### config.mk
export PLATFORM = sky130hd
export DESIGN_NAME = proc_out_collector_flat
export DESIGN_NICKNAME = d
export VERILOG_FILES = /design/src/rtl/proc_out_collector_if.sv /design/src/rtl/proc_out_collector.sv /design/src/flat_wrapper.sv
export SDC_FILE = /design/constraint.sdc
export NUM_CORES = 1
export LEC_CHECK = 0
export CAP_MARGIN = 20
export CORE_ASPECT_RATIO = 1.1
export CORE_UTILIZATION = 50
export CTS_CLUSTER_SIZE = 8
export DETAILED_ROUTE_END_ITERATION = 8
export PLACE_DENSITY = 0.8
export SYNTH_ARGS = -nofsm -noshare
export SYNTH_HDL_FRONTEND = slang
export SYNTH_SLANG_ARGS = --single-unit
export TNS_END_PERCENT = 10
### constraint.sdc
create_clock -name clk -period 15.6 [get_ports clk]
set_clock_uncertainty 0.1 [all_clocks]
set_input_delay 2.34 -clock clk [delete_from_list [all_inputs] [get_ports clk]]
set_output_delay 2.34 -clock clk [all_outputs]
set_load 0.01 [all_outputs]
### src/rtl/proc_out_collector_if.sv
// Bundle of the channel capture inputs and the merged, tagged output stream
// of the processor output collector.
interface proc_out_collector_if #(
  parameter int NCH   = 4,
  parameter int DW    = 32,
  parameter int DEPTH = 16,
  parameter int CHW   = 2
);
  localparam int LW = $clog2(DEPTH) + 1;

  logic [NCH*DW-1:0] in_data;
  logic [NCH-1:0]    in_en;
  logic [DW-1:0]     dout;
  logic [CHW-1:0]    dout_ch;
  logic              dout_valid;
  logic              dout_ready;
  logic [LW-1:0]     level;
  logic [NCH-1:0]    ovf;
  logic              clr_ovf;

  // Producer/consumer side: drives strobes and accepts the merged stream.
  modport master (
    output in_data, in_en, dout_ready, clr_ovf,
    input  dout, dout_ch, dout_valid, level, ovf
  );

  // Collector side.
  modport slave (
    input  in_data, in_en, dout_ready, clr_ovf,
    output dout, dout_ch, dout_valid, level, ovf
  );
endinterface

### src/rtl/proc_out_collector.sv
// Processor output collector: one holding register per channel, round-robin
// merge into a shared first-word-fall-through FIFO, tagged output stream and
// sticky per-channel overflow flags.
module proc_out_collector #(
  parameter int NCH   = 4,
  parameter int DW    = 32,
  parameter int DEPTH = 16,
  parameter int CHW   = 2
) (
  input  logic                  clk,
  input  logic                  rst_geral,
  proc_out_collector_if.slave   bus
);
  localparam int AW = $clog2(DEPTH);
  localparam int LW = AW + 1;
  localparam int EW = CHW + DW;

  // Holding registers and bookkeeping
  logic [DW-1:0]    r_hold [NCH];
  logic [NCH-1:0]   r_hold_v;
  logic [NCH-1:0]   r_ovf;
  logic [CHW-1:0]   r_rr_ptr;

  // Shared FIFO storage; fullness comes from r_level, not pointer equality
  logic [EW-1:0]    r_mem [DEPTH];
  logic [AW-1:0]    r_wr_ptr;
  logic [AW-1:0]    r_rd_ptr;
  logic [LW-1:0]    r_level;
  logic [DW-1:0]    r_dout;
  logic [CHW-1:0]   r_dout_ch;

  logic             w_valid;
  logic             w_pop;
  logic             w_can_write;
  logic             w_write;
  logic [2*NCH-1:0] w_req_dbl;
  logic [NCH-1:0]   w_req_rot;
  logic             w_req_any;
  logic [CHW-1:0]   w_off;
  logic [CHW:0]     w_gnt_sum;
  logic [CHW-1:0]   w_gnt;
  logic [CHW-1:0]   w_gnt_inc;
  logic [NCH-1:0]   w_gnt_vec;
  logic [NCH-1:0]   w_cap;
  logic [NCH-1:0]   w_ovf_evt;
  logic [EW-1:0]    w_wdata;
  logic [AW-1:0]    w_rd_next;
  logic [LW-1:0]    w_level_next;

  assign w_valid     = (r_level != '0);
  assign w_pop       = w_valid & bus.dout_ready;
  // A full FIFO still accepts a word when the head leaves in the same cycle.
  assign w_can_write = (r_level != LW'(DEPTH)) | w_pop;

  // Rotate the request vector so that bit 0 is the channel at r_rr_ptr.
  assign w_req_dbl = {r_hold_v, r_hold_v} >> r_rr_ptr;
  assign w_req_rot = w_req_dbl[NCH-1:0];

  // Priority pick of the lowest rotated request (first channel from r_rr_ptr up).
  always_comb begin
    w_req_any = 1'b0;
    w_off     = '0;
    for (int k = NCH - 1; k >= 0; k--) begin
      if (w_req_rot[k]) begin
        w_req_any = 1'b1;
        w_off     = CHW'(k);
      end
    end
  end

  assign w_gnt_sum = {1'b0, r_rr_ptr} + {1'b0, w_off};
  assign w_gnt     = (w_gnt_sum >= (CHW+1)'(NCH)) ? CHW'(w_gnt_sum - (CHW+1)'(NCH))
                                                  : w_gnt_sum[CHW-1:0];
  assign w_gnt_inc = (w_gnt == CHW'(NCH - 1)) ? '0 : w_gnt + 1'b1;
  assign w_write   = w_req_any & w_can_write;
  assign w_wdata   = {w_gnt, r_hold[w_gnt]};

  // Per-channel grant, capture and overflow decode. A granted channel frees
  // its holding register this cycle, so a new strobe on it is not a drop.
  generate
    for (genvar gi = 0; gi < NCH; gi++) begin : g_chan
      assign w_gnt_vec[gi] = w_write & (w_gnt == CHW'(gi));
      assign w_cap[gi]     = bus.in_en[gi] & (~r_hold_v[gi] | w_gnt_vec[gi]);
      assign w_ovf_evt[gi] = bus.in_en[gi] & ~w_cap[gi];
    end
  endgenerate

  assign w_rd_next = r_rd_ptr + AW'(w_pop);

  // Occupancy after this cycle's write/pop.
  always_comb begin
    w_level_next = r_level;
    case ({w_write, w_pop})
      2'b10:   w_level_next = r_level + 1'b1;
      2'b01:   w_level_next = r_level - 1'b1;
      default: w_level_next = r_level;
    endcase
  end

  // Holding registers: capture on strobe, release on grant.
  always_ff @(posedge clk or posedge rst_geral) begin
    if (rst_geral) begin
      r_hold_v <= '0;
      for (int i = 0; i < NCH; i++) r_hold[i] <= '0;
    end else begin
      for (int i = 0; i < NCH; i++) begin
        if (w_cap[i]) begin
          r_hold[i]   <= bus.in_data[i*DW +: DW];
          r_hold_v[i] <= 1'b1;
        end else if (w_gnt_vec[i]) begin
          r_hold_v[i] <= 1'b0;
        end
      end
    end
  end

  // Sticky overflow flags; a new drop wins over a simultaneous clear.
  always_ff @(posedge clk or posedge rst_geral) begin
    if (rst_geral)        r_ovf <= '0;
    else if (bus.clr_ovf) r_ovf <= w_ovf_evt;
    else                  r_ovf <= r_ovf | w_ovf_evt;
  end

  // Round-robin pointer moves past the granted channel only.
  always_ff @(posedge clk or posedge rst_geral) begin
    if (rst_geral)    r_rr_ptr <= '0;
    else if (w_write) r_rr_ptr <= w_gnt_inc;
  end

  // FIFO storage write port (contents need no reset).
  always_ff @(posedge clk) begin
    if (w_write) r_mem[r_wr_ptr] <= w_wdata;
  end

  // FIFO pointers and occupancy.
  always_ff @(posedge clk or posedge rst_geral) begin
    if (rst_geral) begin
      r_wr_ptr <= '0;
      r_rd_ptr <= '0;
      r_level  <= '0;
    end else begin
      if (w_write) r_wr_ptr <= r_wr_ptr + 1'b1;
      r_rd_ptr <= w_rd_next;
      r_level  <= w_level_next;
    end
  end

  // Head register: preloads the word at the next read pointer, bypassing the
  // word written this cycle when it becomes the head; holds when empty.
  always_ff @(posedge clk or posedge rst_geral) begin
    if (rst_geral) begin
      r_dout    <= '0;
      r_dout_ch <= '0;
    end else if (w_level_next != '0) begin
      if (w_write && (w_rd_next == r_wr_ptr)) {r_dout_ch, r_dout} <= w_wdata;
      else                                    {r_dout_ch, r_dout} <= r_mem[w_rd_next];
    end
  end

  assign bus.dout       = r_dout;
  assign bus.dout_ch    = r_dout_ch;
  assign bus.dout_valid = w_valid;
  assign bus.level      = r_level;
  assign bus.ovf        = r_ovf;
endmodule
### src/flat_wrapper.sv
// flat-port wrapper written by rule: the top's interface ports become plain ports
module proc_out_collector_flat 
#(
  parameter int NCH   = 4,
  parameter int DW    = 32,
  parameter int DEPTH = 16,
  parameter int CHW   = 2
)
  (clk, rst_geral, bus_in_data, bus_in_en, bus_dout_ready, bus_clr_ovf, bus_dout, bus_dout_ch, bus_dout_valid, bus_level, bus_ovf);
  proc_out_collector_if #(.NCH(NCH), .DW(DW), .DEPTH(DEPTH), .CHW(CHW)) bus_i ();
  input  logic clk;
  input  logic rst_geral;
  input wire logic [$bits(bus_i.in_data)-1:0] bus_in_data;
  input wire logic [$bits(bus_i.in_en)-1:0] bus_in_en;
  input wire logic [$bits(bus_i.dout_ready)-1:0] bus_dout_ready;
  input wire logic [$bits(bus_i.clr_ovf)-1:0] bus_clr_ovf;
  output wire logic [$bits(bus_i.dout)-1:0] bus_dout;
  output wire logic [$bits(bus_i.dout_ch)-1:0] bus_dout_ch;
  output wire logic [$bits(bus_i.dout_valid)-1:0] bus_dout_valid;
  output wire logic [$bits(bus_i.level)-1:0] bus_level;
  output wire logic [$bits(bus_i.ovf)-1:0] bus_ovf;
  assign bus_i.in_data = bus_in_data;
  assign bus_i.in_en = bus_in_en;
  assign bus_i.dout_ready = bus_dout_ready;
  assign bus_i.clr_ovf = bus_clr_ovf;
  assign bus_dout = bus_i.dout;
  assign bus_dout_ch = bus_i.dout_ch;
  assign bus_dout_valid = bus_i.dout_valid;
  assign bus_level = bus_i.level;
  assign bus_ovf = bus_i.ovf;
  proc_out_collector #(.NCH(NCH), .DW(DW), .DEPTH(DEPTH), .CHW(CHW)) u_core (.clk(clk), .rst_geral(rst_geral), .bus(bus_i));
endmodule
**Run 1: clock wires, drivers and flops**

The bar under the picture is 50 µm long.
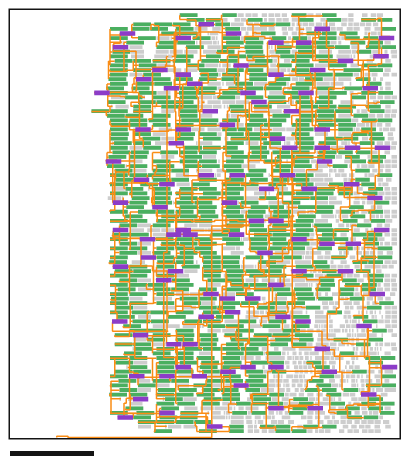
[clock-net drivers] purple | count: 101
[flip-flops] green | count: 729
[clock wires] orange | length: 8,700 µm
routed clock nets	102
worst skew pair latency: 630 ps

**Run 1: where the registers sit**

Other sequential cells in the stronger grey, the rest of the logic in the fainter grey.
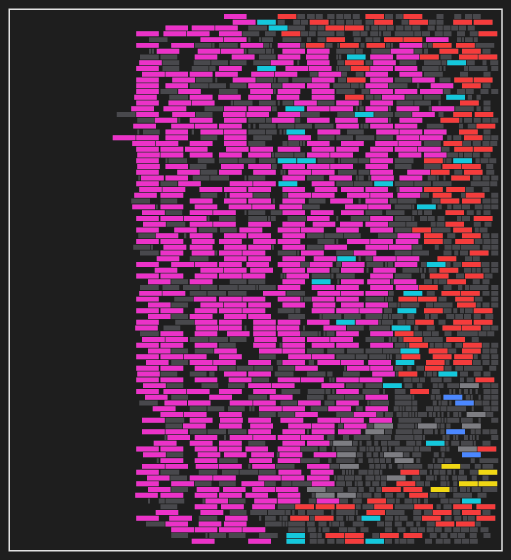
signal	colour	sequential cells
u_core.r_hold_v	blue	4
u_core.bus.dout	cyan	32
u_core.r_hold	red	128
u_core.bus.level	yellow	5
u_core.r_mem	magenta	544
not coloured	16

**Run 1: the clock network**

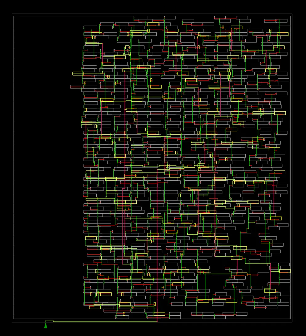
cts bufs inserted: 101
registers: 729
Clock Sinks: 729

-- run 1: worst max-delay path: stages --
cell and delay [ps]:
clkdlybuf4s50_1 510, o21ai_2 120, inv_1 110, ha_4 190, ha_4 590, buf_4 690
buf_4 810, mux4_2 480, mux4_2 480, nand2_1 100, o31ai_1 100, mux2_2 310
-- run 1: cell usage after synthesis, drive strengths merged (5+ instances only) --
master and number:
a21oi 8, and3 5, buf 17, clkbuf 64, dfrtp 185, edfxtp 544
ha 14, inv 20, mux2 164, mux2i 6, mux4 170, nand2 45
nor2 49, o21ai 8, o22ai 68, o31ai 34, xnor2 9, xor2 6
-- run 1: routing by layer --
metal	vias up	track usage [%]	share of wire, %
li1	6426	-	-
met1	8274	31.6	36
met2	1023	42.8	50
met3	179	6.24	11
met4	0	11.2	3.6
met5	-	0	0
==> GITHUB_STEP_SUMMARY, run 1 <==
### Yosys + OpenROAD results

| Metric | Value |
|---|---|
| Worst-path fanout max | `57` |
| Most used DFF post-synth | `edfxtp_1` |
| Final hold viol count | `0` |
| Status | `complete, no violations` |
| Tool warnings | `33` |
| Endpoint class of the critical path | `flop` |
| Most used logic cell in the final layout | `edfxtp_1` |
| Vias in the first global route | `16,800` |
| Invs w/o clock | `20` |
| Hpwl dp | `38.2 mm` |
| Max-cap violations | `0` |
| Post-CTS sizing | `0` |
| Comb area share | `22.4%` |
| Worst relative slew slack | `27.3%` |
| Post-synthesis async set-or-reset flop share | `between 20% and 30%` |
| Worst slack, placed | `8610 ps` |
| Sequential area share after synthesis | `72.2%` |
| Num rows | `92` |
| Die area | `0.0590 mm²` |
| CP startpoint | `bus_dout_ready` |
| Yosys adder share | `0.673%` |
| Share of layout cells above drive strength 1 | `between 20% and 30%` |
| Worst-path clk slew | `50 ps` |
| Number of cells in Yosys stat | `1,461` |
| Hold Path Origin | `u_core.r_hold[55]` |
| Final slew viol count | `0` |
| N_diodes | `0` |
| RSZ-0062 raised after global routing | `false` |
| CTS tree | `built` |
| Via count | `15,900` |
| Nets | `about 1,900` |
| Initial drt markers | `1,831` |
| Most common logic cells in the final layout | `544 x edfxtp_1, 185 x dfrtp_1, 179 x clkdlybuf4s50_1, 170 x mux4_2, 137 x mux2_2` |
**Run 1: cells coloured by class**

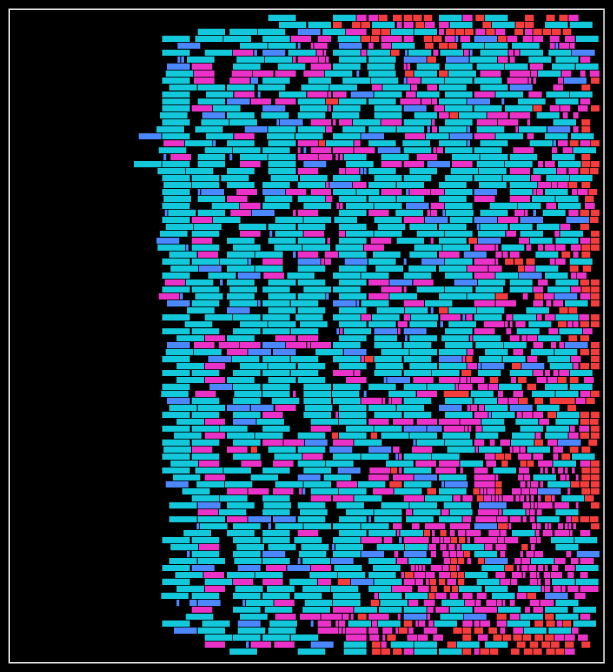

--- run 2 (diff from run 1) ---
==> constraint.sdc (replaced) <==
create_clock -name clk -period 6.4 [get_ports clk]
set_clock_uncertainty 0.1 [all_clocks]
set_input_delay 0.96 -clock clk [delete_from_list [all_inputs] [get_ports clk]]
set_output_delay 0.96 -clock clk [all_outputs]
set_load 0.01 [all_outputs]
**Run 2: cells coloured by class**

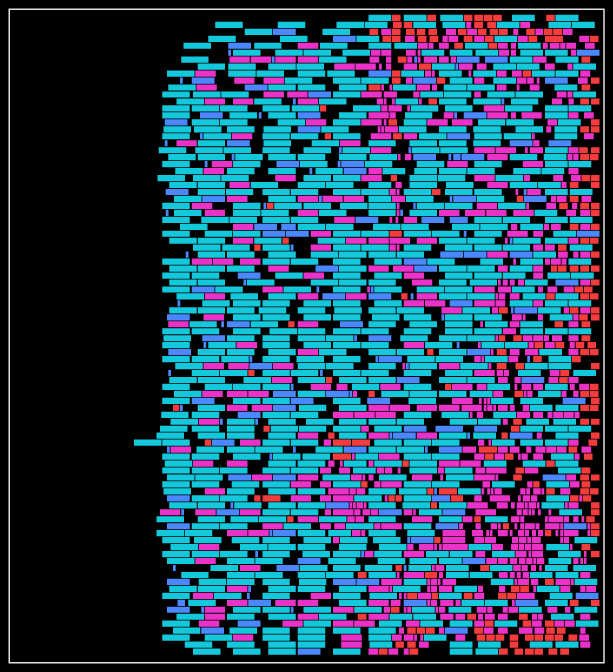
class	colour	cells	share of their area
remaining buffers and delay cells	red	230	6.8%
registers	cyan	729	61%
remaining logic cells	magenta	651	23%
clock drivers and dummy loads	blue	179	8.6%
post-layout util: 61.2%
Seq/total area: 59.8%
num rows: 92
floorplan core area: 0.0573 mm²

==> run 2 against run 1 <==
Against the previous run:
- critical path depth decreased by 1
- synthesized cell count unchanged
- via count increased by 0.77%
- non-clock buffer count increased by 6
==> GITHUB_STEP_SUMMARY, run 2 <==
### Yosys + OpenROAD results

| Metric | Value |
|---|---|
| Status | `complete, no violations` |
| Endpoint class of the critical path | `flop` |
| Met3 routed WL | `7.11 mm (-9.9%)` |
| Comb area share | `22.3% (-0.11 points)` |
| Registers | `729 (unchanged)` |
| Tool warnings | `34 (+3.0%)` |
| Cts bufs inserted | `101 (unchanged)` |
| Vias in the first global route | `16,800 (-0.18%)` |
| Number of cells in Yosys stat | `1,461 (unchanged)` |
| Most common logic cells in the final layout | `544 x edfxtp_1, 185 x dfrtp_1, 179 x clkdlybuf4s50_1, 170 x mux4_2, 137 x mux2_2` |
| Final hold viol count | `0 (unchanged)` |
| Met2 routed WL | `37.1 mm (-0.99%)` |
| Top Metal Used | `met5` |
| Slowest-stage cell, CP | `or4b_2` |
| Worst slack, placed | `1040 ps (-7580 ps)` |
| Crit path max-delay family | `simple AND/OR/NAND/NOR gates` |
| Met3 Track Usage GR | `4.81% (-1.4 points)` |
| Top cells by count | `544 x edfxtp_1, 185 x dfrtp_1, 170 x mux4_2` |
| Top-count cell post-synth | `edfxtp_1` |
| Die area | `0.0590 mm² (unchanged)` |
| N_diodes | `0 (unchanged)` |
| Invs w/o clock | `20 (unchanged)` |
| Clock Sinks | `729 (unchanged)` |
| Yosys adder share | `0.673% (unchanged)` |
| Post-synthesis async set-or-reset flop share | `25.4% (unchanged)` |
| Critical path cell sequence | `or4_1 -> o211ai_1 -> inv_1 -> fa_1 -> a21o_1 -> a21o_1 -> a32o_1 -> a211o_1 -> or4b_2 -> buf_12 -> mux2_4` |
**Run 2: clock wires, drivers and flops**

The bar under the picture is 50 µm long.
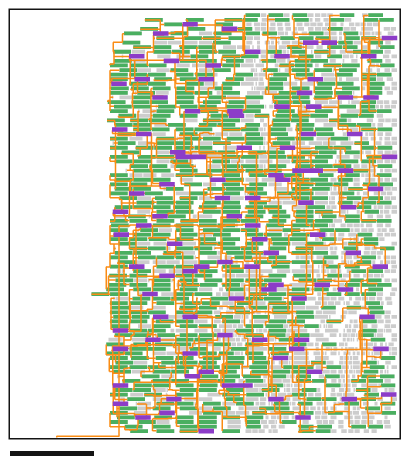
[flip-flops] green | count: 729
[clock-net drivers] purple | count: 101
[clock wires] orange | length: 8,800 µm
routed clock nets	102
worst skew pair latency: 640 ps

==> run 2: cell types whose count changed in the layout (fill, tap and decap cells not counted) <==
cell,delta
clkbuf_8,+1
inv_16,+2
buf_12,+7
buf_16,-2
clkbuf_1,+7
==> run 2: path summary, 6_finish.rpt <==
path                                     start                  end  slack, ps  depth (start not counted)
setup / recovery           u_core.bus.level[1]  u_core.bus.dout[12]       1590                         11
hold / removal               u_core.r_hold[85]    u_core.r_hold[85]        410                          1
setup reg to reg           u_core.bus.level[1]  u_core.bus.dout[12]       1590                         11
hold reg to reg              u_core.r_hold[85]    u_core.r_hold[85]        410                          1
max in group asynchronous            rst_geral   u_core.bus.dout[4]       4450                          3
min in group asynchronous            rst_geral    u_core.r_hold[49]        600                          2
**Run 2: where the registers sit**

Other sequential cells in the stronger grey, the rest of the logic in the fainter grey.
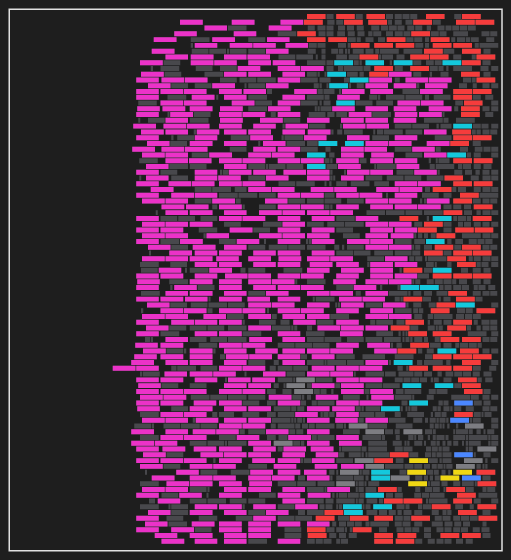

--- run 3 (diff from run 2) ---
--- a/config.mk
+++ b/config.mk
@@ -10,7 +10,7 @@
 export CORE_UTILIZATION = 50
 export CTS_CLUSTER_SIZE = 8
 export DETAILED_ROUTE_END_ITERATION = 8
-export PLACE_DENSITY = 0.8
+export PLACE_DENSITY = 0.83
 export SYNTH_ARGS = -nofsm -noshare
 export SYNTH_HDL_FRONTEND = slang
 export SYNTH_SLANG_ARGS = --single-unit
==> constraint.sdc (replaced) <==
create_clock -name clk -period 4 [get_ports clk]
set_clock_uncertainty 0.1 [all_clocks]
set_input_delay 0.6 -clock clk [delete_from_list [all_inputs] [get_ports clk]]
set_output_delay 0.6 -clock clk [all_outputs]
set_load 0.01 [all_outputs]
**Run 3: where the registers sit**

Other sequential cells in the stronger grey, the rest of the logic in the fainter grey.
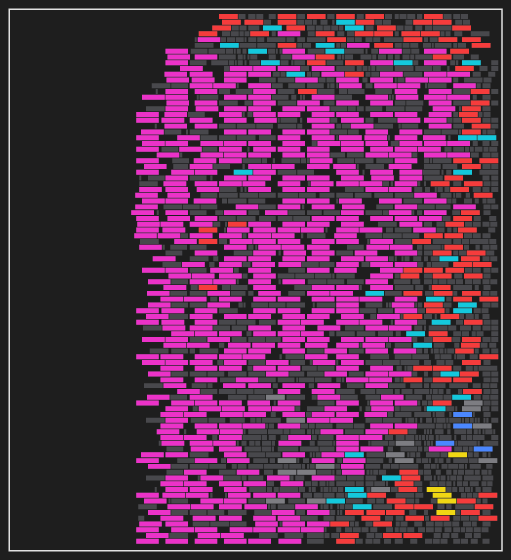
signal	colour	sequential cells
u_core.bus.level	yellow	5
u_core.r_hold_v	blue	4
u_core.r_hold	red	128
u_core.r_mem	magenta	544
u_core.bus.dout	cyan	32
not coloured	16
Seq/total area: 57.9%
area taken by flip-flops and latches: 0.0210 mm²
post-layout util: 63.2%

==> run 3 against run 2 <==
Against the previous run:
- the run now ends with negative setup slack left
- utilization rose by 2.0 points
- first-iteration DRC count rose by 18%
- clock-buffer cell count fell by 8
- wire length rose by 13%
- critical path depth did not move
- area after synthesis did not move
- die size did not move
- worst setup slack got worse by 1700 ps
- worst hold slack got worse by 85 ps
- global-route usage rose by 3.0 points
- critical path type unchanged
- largest cell class unchanged
- highest routed layer unchanged
==> GITHUB_STEP_SUMMARY, run 3 <==
### Yosys + OpenROAD results

| Metric | Value |
|---|---|
| Reg-to-reg setup timing slack | `-70 ps (-1660 ps)` |
| Reg-to-Reg End | `u_core.bus.dout[3]` |
| Top-count cell post-synth | `edfxtp_1` |
| Largest net degree at the start of global routing | `roughly 64` |
| Yosys xor share | `less than 1%` |
| Mapped Area | `between 0.02 and 0.03 mm²` |
| Final hold viol count | `0 (unchanged)` |
| Tool warnings | `34 (unchanged)` |
| Fillers | `3,444` |
| Final Worst Setup Slack | `-68.2 ps` |
| Slowest-stage cell, CP | `or4b_4` |
| Top Metal Used | `met5` |
| Met2 routed WL | `42.0 mm (+13%)` |
| Num rows | `92 (unchanged)` |
| CP startpoint | `u_core.bus.level[3]` |
| Clock Sinks | `729 (unchanged)` |
| Critical path cell sequence | `or4_4 -> o211ai_1 -> inv_2 -> fa_2 -> a21o_1 -> a21o_1 -> a32o_1 -> a211o_1 -> or4b_4 -> clkbuf_16 -> mux2_4` |
| Worst slack, placed | `-176 ps (-1210 ps)` |
| Floorplan core area | `0.0573 mm² (unchanged)` |
| Crit path max-delay family | `AND-OR/OR-AND gates` |
| R2R cell count | `11 (unchanged)` |
| Met3 routed WL | `8.63 mm (+21%)` |
| Design Area, Final | `0.0362 mm²` |
| Top cells by count | `544 x edfxtp_1, 185 x dfrtp_1, 170 x mux4_2` |
| Violated checks | `negative setup slack` |
| Fp util | `50.6%` |
| Number of cells in Yosys stat | `1,461 (unchanged)` |
| Met3 Track Usage GR | `5.69% (+0.88 points)` |
| Status | `finished with violations` |
| Most common logic cells in the final layout | `544 x edfxtp_1, 185 x dfrtp_1, 179 x clkdlybuf4s50_1, 170 x mux4_2, 136 x mux2_2` |
| Endpoint class of the critical path | `flop` |
| Final setup viols | `32` |
| Vias in the first global route | `18,200 (+8.2%)` |
| Slew @ Worst Pin | `641 ps` |
| Max-cap violations | `0` |
| Cts hold-fix bufs | `0` |
| Reg2reg start | `u_core.bus.level[3]` |
| CP endpoint | `u_core.bus.dout[3]` |
| Cell depth of the worst setup path | `11 (unchanged)` |
| Cts bufs inserted | `101 (unchanged)` |
**Run 3: the clock network**

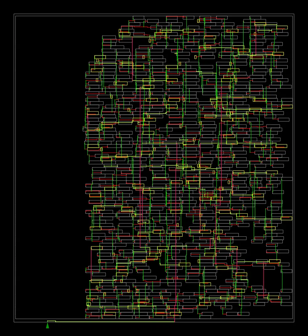
worst skew pair latency: 630 ps
clock buffer count: 165

[run 3: layout make-up]
| cell class | count | area (µm²) | area share, % |
|---|---|---|---|
| Clock inverter | 5 | 55.1 | 0.152 |
| Antenna cell | 1 | 2.50 | 0.00691 |
| Inverter | 20 | 78.8 | 0.218 |
| Multi-Input combinational cell | 631 | 7860 | 21.7 |
| Tap cell | 752 | 941 | 2.60 |
| Clock buffer | 165 | 2810 | 7.76 |
| Timing Repair Buffer | 330 | 3490 | 9.63 |
| Sequential cell | 729 | 21000 | 57.9 |
[run 3: what timing repair did]
item / 4_1_cts / 5_1_grt
endpoints found under the setup margin: 34 / 166
gates cloned: 1 / 2
setup buffers: 8 / 8
gates resized: 3 / 7
pin swaps: 1 / 9
